Sequential cells grouped by signal name:
Scale bar: 50 um. Other sequential cells in the stronger gray, the rest of the logic in the fainter gray.
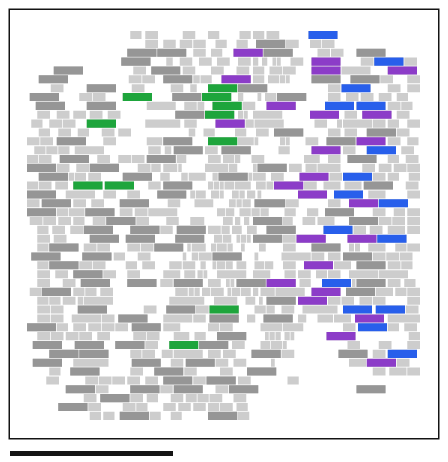
Signal metal coverage by tile:
Scale bar: 50 um. 26 x 26 tiles, from dark blue (low) to red (high), scaled to the fullest tile. Values are wire area over tile area, all layers added.
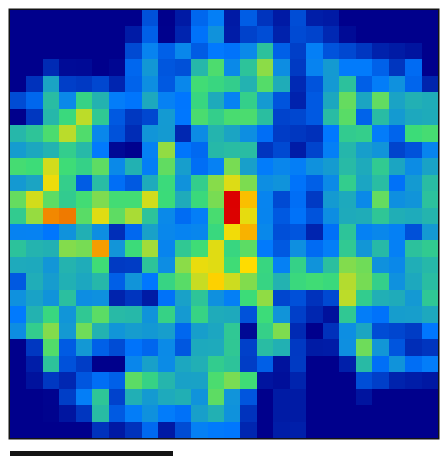
File: config.mk
export PLATFORM = sky130hd
export DESIGN_NAME = cache_ctrl
export DESIGN_NICKNAME = d
export VERILOG_FILES = /design/src/rtl/cache_pkg.sv /design/src/rtl/cache_hs.sv /design/src/rtl/cache_ctrl.sv
export SDC_FILE = /design/constraint.sdc
export NUM_CORES = 1
export LEC_CHECK = 0
export ABC_CLOCK_PERIOD_IN_PS = 2100
export CAP_MARGIN = 20
export CORE_MARGIN = 5
export CORE_UTILIZATION = 46
export CTS_CLUSTER_SIZE = 25
export DETAILED_ROUTE_END_ITERATION = 6
export GPL_TIMING_DRIVEN = 0
export PLACE_DENSITY = 0.77
export SYNTH_ARGS = -nofsm -noshare
export SYNTH_HDL_FRONTEND = slang
export SYNTH_HIERARCHICAL = 1
export SYNTH_SLANG_ARGS = --single-unit
File: constraint.sdc
create_clock -name clk -period 2.1 [get_ports clk]
set_input_delay 0.525 -clock clk [delete_from_list [all_inputs] [get_ports clk]]
set_output_delay 0.525 -clock clk [all_outputs]
set_load 0.1 [all_outputs]
File: src/rtl/cache_pkg.sv
// Shared widths, FSM state encodings, request/response bundles and address helpers for the
// cache controller.
package cache_pkg;

  localparam int unsigned TAG_W  = 5;
  localparam int unsigned IDX_W  = 4;
  localparam int unsigned WORD_W = 2;
  localparam int unsigned DATA_W = 16;
  localparam int unsigned ADDR_W = TAG_W + IDX_W + WORD_W;

  typedef enum logic [2:0] {
    StInit, StIdle, StCmp, StWbRd, StWbMem, StRfMem, StRfWr, StDone
  } ctrl_state_e;

  typedef enum logic [1:0] {HsIdle, HsReq, HsDrain} hs_state_e;

  // Fields presented to the cache for one access
  typedef struct packed {
    logic              rst;
    logic              comp;
    logic              write;
    logic              valid_in;
    logic [IDX_W-1:0]  index;
    logic [WORD_W-1:0] word;
    logic [TAG_W-1:0]  tag;
    logic [DATA_W-1:0] wdata;
  } cache_req_t;

  // Results captured on the acknowledging edge
  typedef struct packed {
    logic              hit;
    logic              dirty;
    logic              valid;
    logic [TAG_W-1:0]  tag_out;
    logic [DATA_W-1:0] rdata;
  } cache_rsp_t;

  function automatic logic [TAG_W-1:0] addr_tag(input logic [ADDR_W-1:0] addr);
    return addr[ADDR_W-1 -: TAG_W];
  endfunction

  function automatic logic [IDX_W-1:0] addr_idx(input logic [ADDR_W-1:0] addr);
    return addr[WORD_W +: IDX_W];
  endfunction

  function automatic logic [WORD_W-1:0] addr_word(input logic [ADDR_W-1:0] addr);
    return addr[WORD_W-1:0];
  endfunction

  function automatic logic [ADDR_W-1:0] make_addr(input logic [TAG_W-1:0]  tag,
                                                  input logic [IDX_W-1:0]  idx,
                                                  input logic [WORD_W-1:0] word);
    return {tag, idx, word};
  endfunction

endpackage

File: src/rtl/cache_hs.sv
// Enable/ack handshake to the cache array. Fields are latched with c_enable on start, held
// until c_ack, results captured on that edge, then the port is quiet until c_ack falls.
module cache_hs
  import cache_pkg::*;
(
  input  logic              clk,
  input  logic              rst_n,
  input  logic              start_i,
  input  cache_req_t        req_i,
  output logic              ready_o,
  output logic              done_o,
  output cache_rsp_t        rsp_o,
  output logic              c_enable_o,
  output logic              c_rst_o,
  output logic              c_comp_o,
  output logic              c_write_o,
  output logic              c_valid_in_o,
  output logic [IDX_W-1:0]  c_index_o,
  output logic [WORD_W-1:0] c_word_o,
  output logic [TAG_W-1:0]  c_tag_o,
  output logic [DATA_W-1:0] c_wdata_o,
  input  logic              c_hit_i,
  input  logic              c_dirty_i,
  input  logic              c_valid_i,
  input  logic              c_ack_i,
  input  logic [TAG_W-1:0]  c_tag_out_i,
  input  logic [DATA_W-1:0] c_rdata_i
);

  hs_state_e  state_q, state_d;
  cache_req_t req_q, req_d;
  cache_rsp_t rsp_q, rsp_d;
  logic       en_q, en_d;
  logic       done_q, done_d;
  cache_rsp_t rsp_in;

  assign rsp_in = {c_hit_i, c_dirty_i, c_valid_i, c_tag_out_i, c_rdata_i};

  // Handshake sequencing: issue, wait for ack, wait for ack release
  always_comb begin
    state_d = state_q;
    req_d   = req_q;
    rsp_d   = rsp_q;
    en_d    = en_q;
    done_d  = 1'b0;
    case (state_q)
      HsIdle: if (start_i) begin
        req_d   = req_i;
        en_d    = 1'b1;
        state_d = HsReq;
      end
      HsReq: if (c_ack_i) begin
        rsp_d   = rsp_in;
        en_d    = 1'b0;
        done_d  = 1'b1;
        state_d = HsDrain;
      end
      HsDrain: if (!c_ack_i) state_d = HsIdle;
      default: state_d = HsIdle;
    endcase
  end

  // Handshake state and latched fields/results
  always_ff @(posedge clk or negedge rst_n) begin
    if (!rst_n) begin
      state_q <= HsIdle;
      req_q   <= '0;
      rsp_q   <= '0;
      en_q    <= 1'b0;
      done_q  <= 1'b0;
    end else begin
      state_q <= state_d;
      req_q   <= req_d;
      rsp_q   <= rsp_d;
      en_q    <= en_d;
      done_q  <= done_d;
    end
  end

  assign ready_o      = (state_q == HsIdle);
  assign done_o       = done_q;
  assign rsp_o        = rsp_q;
  assign c_enable_o   = en_q;
  assign c_rst_o      = req_q.rst;
  assign c_comp_o     = req_q.comp;
  assign c_write_o    = req_q.write;
  assign c_valid_in_o = req_q.valid_in;
  assign c_index_o    = req_q.index;
  assign c_word_o     = req_q.word;
  assign c_tag_o      = req_q.tag;
  assign c_wdata_o    = req_q.wdata;

endmodule

File: src/rtl/cache_ctrl.sv
// Direct-mapped cache controller: invalidate-all after reset, compare, dirty write-back and
// write-allocate refill over a word-wide memory port.
// Optional hit/miss counters are built when CACHE_STATS_EN is defined.
module cache_ctrl
  import cache_pkg::*;
(
  input  logic              clk,
  input  logic              rst_n,
  input  logic              cpu_req,
  input  logic              cpu_wr,
  input  logic [ADDR_W-1:0] cpu_addr,
  input  logic [DATA_W-1:0] cpu_wdata,
  output logic [DATA_W-1:0] cpu_rdata,
  output logic              cpu_ready,
  output logic              busy,
  output logic              c_enable,
  output logic              c_rst,
  output logic              c_comp,
  output logic              c_write,
  output logic              c_valid_in,
  output logic [IDX_W-1:0]  c_index,
  output logic [WORD_W-1:0] c_word,
  output logic [TAG_W-1:0]  c_tag,
  output logic [DATA_W-1:0] c_wdata,
  input  logic              c_hit,
  input  logic              c_dirty,
  input  logic              c_valid,
  input  logic              c_ack,
  input  logic [TAG_W-1:0]  c_tag_out,
  input  logic [DATA_W-1:0] c_rdata,
  output logic              mem_req,
  output logic              mem_wr,
  output logic [ADDR_W-1:0] mem_addr,
  output logic [DATA_W-1:0] mem_wdata,
  input  logic [DATA_W-1:0] mem_rdata,
  input  logic              mem_ack
`ifdef CACHE_STATS_EN
  ,
  output logic [15:0]       hit_cnt,
  output logic [15:0]       miss_cnt
`endif
);

  ctrl_state_e       state_q, state_d;
  logic [WORD_W-1:0] cnt_q, cnt_d;
  logic [IDX_W-1:0]  init_idx_q, init_idx_d;
  logic              pend_q, pend_d;
  logic              req_wr_q, req_wr_d;
  logic [ADDR_W-1:0] req_addr_q, req_addr_d;
  logic [DATA_W-1:0] req_wdata_q, req_wdata_d;
  logic [DATA_W-1:0] rf_data_q, rf_data_d;
  logic [DATA_W-1:0] rdata_q, rdata_d;
  logic              mem_req_q, mem_req_d;
  logic              mem_wr_q, mem_wr_d;
  logic [ADDR_W-1:0] mem_addr_q, mem_addr_d;
  logic [DATA_W-1:0] mem_wdata_q, mem_wdata_d;
  logic              busy_q, busy_d;

  logic       hs_start, hs_ready, hs_done;
  cache_req_t hs_req;
  cache_rsp_t hs_rsp;

  cache_hs u_hs (
    .clk          (clk),
    .rst_n        (rst_n),
    .start_i      (hs_start),
    .req_i        (hs_req),
    .ready_o      (hs_ready),
    .done_o       (hs_done),
    .rsp_o        (hs_rsp),
    .c_enable_o   (c_enable),
    .c_rst_o      (c_rst),
    .c_comp_o     (c_comp),
    .c_write_o    (c_write),
    .c_valid_in_o (c_valid_in),
    .c_index_o    (c_index),
    .c_word_o     (c_word),
    .c_tag_o      (c_tag),
    .c_wdata_o    (c_wdata),
    .c_hit_i      (c_hit),
    .c_dirty_i    (c_dirty),
    .c_valid_i    (c_valid),
    .c_ack_i      (c_ack),
    .c_tag_out_i  (c_tag_out),
    .c_rdata_i    (c_rdata)
  );

  // Cache access fields for the current state; one access per visit, tracked by pend_q
  always_comb begin
    hs_req       = '0;
    hs_req.index = addr_idx(req_addr_q);
    hs_req.word  = cnt_q;
    hs_req.tag   = addr_tag(req_addr_q);
    hs_req.wdata = req_wdata_q;
    unique case (state_q)
      StInit: begin
        hs_req.rst   = 1'b1;
        hs_req.index = init_idx_q;
        hs_req.word  = '0;
        hs_req.tag   = '0;
      end
      StCmp: begin
        hs_req.comp  = 1'b1;
        hs_req.write = req_wr_q;
        hs_req.word  = addr_word(req_addr_q);
      end
      StRfWr: begin
        hs_req.write    = 1'b1;
        hs_req.valid_in = 1'b1;
        hs_req.wdata    = rf_data_q;
      end
      default: ;
    endcase
  end

  assign hs_start = (state_q inside {StInit, StCmp, StWbRd, StRfWr}) && !pend_q && hs_ready;

  // Next-state, request capture and memory port sequencing
  always_comb begin
    state_d     = state_q;
    cnt_d       = cnt_q;
    init_idx_d  = init_idx_q;
    pend_d      = pend_q;
    req_wr_d    = req_wr_q;
    req_addr_d  = req_addr_q;
    req_wdata_d = req_wdata_q;
    rf_data_d   = rf_data_q;
    rdata_d     = rdata_q;
    mem_req_d   = mem_req_q;
    mem_wr_d    = mem_wr_q;
    mem_addr_d  = mem_addr_q;
    mem_wdata_d = mem_wdata_q;
    if (hs_start) pend_d = 1'b1;
    unique case (state_q)
      StInit: if (hs_done) begin
        pend_d     = 1'b0;
        init_idx_d = init_idx_q + 1'b1;
        if (init_idx_q == '1) state_d = StIdle;
      end
      StIdle: if (cpu_req) begin
        req_wr_d    = cpu_wr;
        req_addr_d  = cpu_addr;
        req_wdata_d = cpu_wdata;
        state_d     = StCmp;
      end
      StCmp: if (hs_done) begin
        pend_d = 1'b0;
        cnt_d  = '0;
        if (hs_rsp.hit) begin
          if (!req_wr_q) rdata_d = hs_rsp.rdata;
          state_d = StDone;
        end else if (hs_rsp.valid && hs_rsp.dirty) begin
          state_d = StWbRd;
        end else begin
          state_d = StRfMem;
        end
      end
      StWbRd: if (hs_done) begin
        pend_d  = 1'b0;
        state_d = StWbMem;
      end
      // Write back the word just read; hs_rsp holds it until the next access
      StWbMem: begin
        if (!mem_req_q) begin
          mem_req_d   = 1'b1;
          mem_wr_d    = 1'b1;
          mem_addr_d  = make_addr(hs_rsp.tag_out, addr_idx(req_addr_q), cnt_q);
          mem_wdata_d = hs_rsp.rdata;
        end else if (mem_ack) begin
          mem_req_d = 1'b0;
          mem_wr_d  = 1'b0;
          cnt_d     = cnt_q + 1'b1;
          state_d   = (cnt_q == '1) ? StRfMem : StWbRd;
        end
      end
      StRfMem: begin
        if (!mem_req_q) begin
          mem_req_d  = 1'b1;
          mem_wr_d   = 1'b0;
          mem_addr_d = make_addr(addr_tag(req_addr_q), addr_idx(req_addr_q), cnt_q);
        end else if (mem_ack) begin
          mem_req_d = 1'b0;
          rf_data_d = mem_rdata;
          state_d   = StRfWr;
        end
      end
      // After the last word the compare is retried and is guaranteed to hit
      StRfWr: if (hs_done) begin
        pend_d  = 1'b0;
        cnt_d   = cnt_q + 1'b1;
        state_d = (cnt_q == '1) ? StCmp : StRfMem;
      end
      StDone: state_d = StIdle;
    endcase
  end

  assign busy_d = (state_d != StIdle);

  // Controller state register
  always_ff @(posedge clk or negedge rst_n) begin
    if (!rst_n) begin
      state_q     <= StInit;
      cnt_q       <= '0;
      init_idx_q  <= '0;
      pend_q      <= 1'b0;
      req_wr_q    <= 1'b0;
      req_addr_q  <= '0;
      req_wdata_q <= '0;
      rf_data_q   <= '0;
      rdata_q     <= '0;
      mem_req_q   <= 1'b0;
      mem_wr_q    <= 1'b0;
      mem_addr_q  <= '0;
      mem_wdata_q <= '0;
      busy_q      <= 1'b0;
    end else begin
      state_q     <= state_d;
      cnt_q       <= cnt_d;
      init_idx_q  <= init_idx_d;
      pend_q      <= pend_d;
      req_wr_q    <= req_wr_d;
      req_addr_q  <= req_addr_d;
      req_wdata_q <= req_wdata_d;
      rf_data_q   <= rf_data_d;
      rdata_q     <= rdata_d;
      mem_req_q   <= mem_req_d;
      mem_wr_q    <= mem_wr_d;
      mem_addr_q  <= mem_addr_d;
      mem_wdata_q <= mem_wdata_d;
      busy_q      <= busy_d;
    end
  end

  assign cpu_ready = (state_q == StDone);
  assign cpu_rdata = rdata_q;
  assign busy      = busy_q;
  assign mem_req   = mem_req_q;
  assign mem_wr    = mem_wr_q;
  assign mem_addr  = mem_addr_q;
  assign mem_wdata = mem_wdata_q;

`ifdef CACHE_STATS_EN
  logic        first_q, first_d;
  logic [15:0] hit_cnt_q, hit_cnt_d, miss_cnt_q, miss_cnt_d;

  // Count only the first compare of each request, saturating
  always_comb begin
    first_d    = first_q;
    hit_cnt_d  = hit_cnt_q;
    miss_cnt_d = miss_cnt_q;
    if (state_q == StIdle && cpu_req) first_d = 1'b1;
    if (state_q == StCmp && hs_done) begin
      first_d = 1'b0;
      if (first_q) begin
        if (hs_rsp.hit) begin
          if (hit_cnt_q != '1) hit_cnt_d = hit_cnt_q + 1'b1;
        end else if (miss_cnt_q != '1) begin
          miss_cnt_d = miss_cnt_q + 1'b1;
        end
      end
    end
  end

  // Statistics registers
  always_ff @(posedge clk or negedge rst_n) begin
    if (!rst_n) begin
      first_q    <= 1'b0;
      hit_cnt_q  <= '0;
      miss_cnt_q <= '0;
    end else begin
      first_q    <= first_d;
      hit_cnt_q  <= hit_cnt_d;
      miss_cnt_q <= miss_cnt_d;
    end
  end

  assign hit_cnt  = hit_cnt_q;
  assign miss_cnt = miss_cnt_q;
`endif

endmodule
==> Implementation_results.wiki <==
== Metrics ==
{| class="wikitable"
! Metric !! Value
|-
| Layout net count || 703
|-
| Number of sequential cells in the layout || 159
|-
| Clock latency of the later-clocked register in the worst-skew pair || 0.42 ns
|-
| Most used DFF post-synth || sky130_fd_sc_hd__dfrtp_1
|-
| Non-clock buffers, area share || 20.6%
|-
| Row count || 44
|-
| Die Y || 131 um
|-
| Reg-to-reg setup timing slack || 0.09 ns
|-
| Syn_area_per_cell || 15.1 um2
|-
| Post-synthesis share of cell area spent on and-or and or-and gates || 2.49%
|-
| Share of synthesized registers carrying an async set or reset || 100%
|-
| Post-synthesis xor/xnor area fraction || 0.645%
|-
| Worst ir drop on vdd || 1.19 mV
|-
| TritonCTS clock tree || yes
|-
| Reg-to-reg critical path startpoint || state_q[2]
|-
| Detailed Route WL || between 15 and 20 mm
|-
| Max Clock Freq || ~0.5 GHz
|-
| Hold WS || 0.121 ns
|-
| M2 GR Usage || 28.6%
|-
| Worst relative slew slack || a little over half
|-
| Final estimated routing congestion in global placement || 0.835
|-
| Topmost layer with routed signal wires || met4
|-
| Most frequent standard cell in the layout excluding fill and tap cells || sky130_fd_sc_hd__dfrtp_1
|-
| Number of diodes || 0
|-
| Portion of synthesized cell area occupied by the leading cell type || ~59%
|-
| Worst-path maximum fanout || 10
|-
| Largest combinational cell category by area || multiplexers
|-
| Number of nets produced by synthesis || approximately 530
|-
| Total overflow reported by the global router || 0
|-
| Final setup violating endpoints || 0
|-
| Met3 routing resource usage after global routing || 8.14%
|-
| Sequential Power || 4.92 mW
|-
| Fin crit period || 2.04 ns
|-
| Type of the worst setup path || reg2out
|-
| Capturing element of the worst setup path || cpu_ready
|-
| CP peak stage delay || 0.38 ns
|-
| Gate count after technology mapping || 450
|-
| Number of non-filler instances in the completed layout || 824
|-
| Count of fill cells added during filler insertion || 1063
|-
| Syn-to-layout area delta || 38.2%
|-
| Post-detail-place hpwl || 10.8 mm
|-
| Number of hold violations in the final report || 0
|-
| Floorplan Core Area || 0.0145 mm2
|-
| Power, Total || 15.5 mW
|-
| Clock tree root buffer cell || sky130_fd_sc_hd__clkbuf_16
|-
| Register share after synthesis || around 60%
|-
| Maxcap violations || 0
|-
| PnR worst setup slack || between 0.05 and 0.06 ns
|-
| Synth warnings || 6
|-
| Placement Cell Area || 0.00856 mm2
|-
| Number of flops mapped to enable cells by yosys || 0
|-
| Iter 0 DRT Violations || 152
|-
| Yosys Chip Area || 0.00679 mm2
|-
| Commonest cells post-synth || sky130_fd_sc_hd__dfrtp_1, sky130_fd_sc_hd__mux2_2, sky130_fd_sc_hd__nor2_1
|-
| Most congested layer reported by global routing || met2
|-
| Power per cell area || 1660 mW/mm2
|-
| Worst hold-check path type || in2async
|-
| Startpoint types || flip-flop
|-
| Number of gates given a new drive strength after cts || around 250
|-
| Tool warning count || 27
|-
| Post-Place Worst Slack || -0.632 ns
|-
| Cell with the biggest individual delay on the critical path || sky130_fd_sc_hd__dfrtp_1
|-
| Required time reported for the critical path endpoint || 1.57 ns
|-
| Crit-path leading delay family || buffers and inverters
|-
| Clock sink count || 159
|-
| Power consumed by combinational cells || 7.35 mW
|-
| Area fraction in full adders, half adders and majority gates || 0.553%
|-
| Final core utilization || 64.8%
|-
| Via Count || 4232
|-
| Met1 track utilization from global routing || 22.1%
|-
| Non-clock buffers || 182
|-
| Final Instance Area || 0.00938 mm2
|-
| Logic share of the area || 27.5%
|-
| Floorplan Utilization || a little under half
|-
| Number of placed cells counting well taps || 786
|-
| Final-layout setup total negative slack || 0 ns
|-
| Met3 routed wirelength || around 1.3 mm
|-
| Die Span X || 131 um
|-
| # DRC || 0
|-
| Ratio of cells with drive above 1 in the final layout || 48.9%
|-
| Internal power || roughly 8.6 mW
|-
| Global-route wire length before repair || 24.9 mm
|-
| Total standard cell area after synthesis || roughly 0.0068 mm2
|-
| Vias in the first global route || 4707
|-
| Clock-pin slew reported for the worst setup and hold paths after clock tree synthesis || approximately 0.06 ns
|-
| Pin count of the biggest net entering global routing || 84
|-
| Routed met2 length || 7.15 mm
|-
| Largest power group || combinational cells
|-
| Clk tree area frac || roughly 6.7%
|-
| Number of combinational gates with multiple inputs || 261
|-
| Start point of the critical path || state_q[2]
|-
| Post-CTS setup buffers || 2
|-
| Leakage dissipation || between 4 and 5 nW
|-
| Area leader, netlist || sky130_fd_sc_hd__dfrtp_1
|-
| Number of H-tree levels || 4
|-
| Critical path endpoint category || output pin
|-
| Buffers and inverters on the worst path || 3
|-
| Number of port buffers || 151
|-
| Synthesized flop and latch total || between 150 and 200
|-
| Synth unique cells || 51
|-
| Antenna violations before repair || 0
|-
| CTS buffer count || 17
|-
| Multiplexer share of the synthesized area || between 20% and 30%
|-
| Nonclk inv count || 6
|-
| Run status || completed
|-
| Register fraction of the total cell area || between 40% and 50%
|-
| Routed vias/inst || 5.14
|-
| Share of synthesized cell area in and, or, nand and nor gates || 5.96%
|-
| Cells taking the most area after synthesis || sky130_fd_sc_hd__dfrtp_1, sky130_fd_sc_hd__mux2_2, sky130_fd_sc_hd__mux2_4, sky130_fd_sc_hd__buf_6, sky130_fd_sc_hd__mux2i_1
|-
| Top logic cells by instance count in the layout || sky130_fd_sc_hd__dfrtp_1, sky130_fd_sc_hd__mux2_2, sky130_fd_sc_hd__clkdlybuf4s15_2
|-
| Leading cell type by number of instances after synthesis || sky130_fd_sc_hd__dfrtp_1
|-
| Count of final max-slew check failures || 0
|-
| Power dissipated by switching net loads || between 6 and 7 mW
|-
| Part of the cycle the worst path needs || 97.4%
|-
| Stages on worst setup path || 4
|-
| Worst clock skew || 0.00832 ns
|-
| Top-level port count || 152
|-
| Worst-margin pin slew || 0.687 ns
|-
| Number of clock-tree buffers in the layout || 21
|-
| Crit-path cells || buf_6 > buf_4 > and3_4 > buf_12
|-
| Die area || 0.0173 mm2
|-
| Register area || 0.00398 mm2
|-
| Clock-net power || 3.25 mW
|-
| R2r endpoint || u_hs/c_index_o[2]
|-
| Maximum buffer depth of the clock tree || 2
|-
| Sequential share of power || 31.7%
|-
| Switching power as a share of total power || 44.5%
|-
| Cells on worst reg2reg path || 8
|-
| Number of cells in Yosys stat || 450
|-
| Number of flip-flops in the largest register || 24
|-
| Top class by area || registers
|-
| Tapcells inserted || 184
|-
| Iteration tally of the first detailed-router pass || 4
|-
| Clk pwr share || 20.9%
|-
| WL met1 || between 6 and 7 mm
|}
About 'sequential cells grouped by signal name':
Green stands for req_addr_q, flops 11. Blue stands for mem_wdata, flops 16. Purple stands for u_hs/rsp_o, flops 24.

About 'signal metal coverage by tile':
13% of the tiles are over half the peak. The mean over all tiles is 0.14. 14% of the tiles are nearly empty.

Power is estimated from default activity; no workload was simulated.
